### Wires at chosen ports, followed through buffers

Scale bar: 20 um.
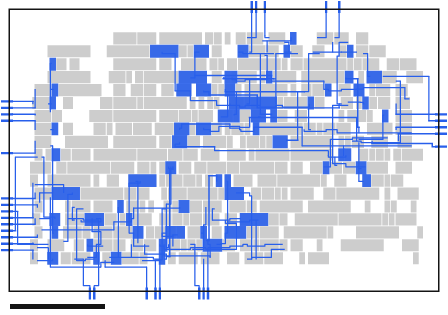
### Metal layers overlaid

Only two layers are drawn.
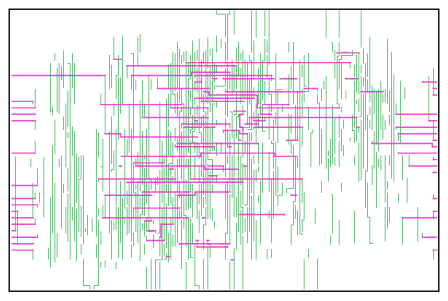
### Sequential cells colored by netlist name

Scale bar: 20 um.
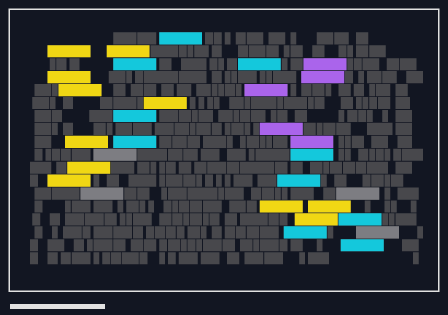
Design proc_ctrl_flat, sky130hd; sources not shown.
==> metrics.cfg <==
[cts]
insertion_delay_ps = 290
cts_tree = yes
cts_root_buf = clkbuf_8
h-tree-depth = 2

[power_and_ir_drop]
power_mw = 1.79

[finish]
final_cell_count_no_fill = 429
antenna_cells = 0
largest_register_ff_count = 11
final_cell_area_sq_um = 3270
syn2layout_area_growth_pct = 73.1

[logic_synthesis]
synth.distinct_cells = 30
most_common_cell = nand2_1
ys_top_cells_by_count = nand2_1, inv_1, dfrtp_1
ys_cells = 244
synth_flops = 30
synth_chip_area_sq_um = 1890

[grt]
grt_pass1_wl_um = 9960
use_met3_pct = 5.96
grt_most_used_layer = met2
use_met2_pct = 42.3
grt_use_met1_pct = 32.0

[timing]
setup_viol = 17
hold_violations = 0
grt_setup_unrepaired = true
fin_ws_ps = -383
min_period_ps = 1980

[status]
violations = setup timing
status = complete, but fails checks

[route]
wl_met2_um = 3310
top_layer_used = met4
dr_wl_met3_um = 764

[critical_path]
path_max_fanout = 3
worst-path-buf-inv = 2
worst-path-stages = 9

[run]
warnings = 29

[die]
core_sq_um = 4100
fp_util_pct = 46.0

Back to the opening pictures, 'Wires at chosen ports, followed through buffers':
Key: bus_d2c_inst = blue [bits 32, direction input, edge 14 west, 8 south, 5 north, 5 east, end cells 68, buffers 47, wire 1350 um]
I/O Buffers: 53
io pins: 60

Back to the opening pictures, 'Metal layers overlaid':
Key: metal 3 = magenta [wire length 765 um]; metal 2 = green [wire length 3310 um]
WL final: 7070 um
Via Count: 2189
gr usage total: 24.9%
wire length per cell: 16.5 um

Back to the opening pictures, 'Sequential cells colored by netlist name':
Key: u_core.bus.c2d_rf_waddr_W = purple [sequential cells 5]; u_core.m_q = cyan [sequential cells 10]; u_core.m_d = yellow [sequential cells 11]
Another 4 sequential cells are not colored.
Sequential Area: 751 sq um
Seq group: 0.762 mW
final core utilization: 79.7%
Seq/total area: 23.0%

==> cell families after synthesis <==
family | Yosys count
and+or+nand+nor | 118
other | 2
buffers and inverters | 58
AOI/OAI and AO/OA | 25
DFF | 30
xor gates and xnor gates | 11
==> cell type report <==
class,count,area (sq um)
Clock buffer,8,110
Fill cell,261,832
Inverter,47,184
Multi-Input combinational cell,161,1110
Sequential cell,30,751
Tap cell,60,75.1
Timing Repair Buffer,123,1040
==> what timing repair did <==
action | 4_1_cts | 5_1_grt
pin swaps | 32 | 40
buffers inserted | 8 | 8
gates resized | 105 | 70
setup endpoints to repair | 18 | 24
hold endpoints to repair | 0 | 0
gates cloned | 1 | 0
hold buffers | 0 | 0
==> power breakdown <==
part	internal (mW)	switching [mW]
combinational	0.148	0.165
clock	0.433	0.279
sequential	0.761	0.00125
total	1.34	0.445
No activity file was given, so power comes from the tool's default toggle rates.
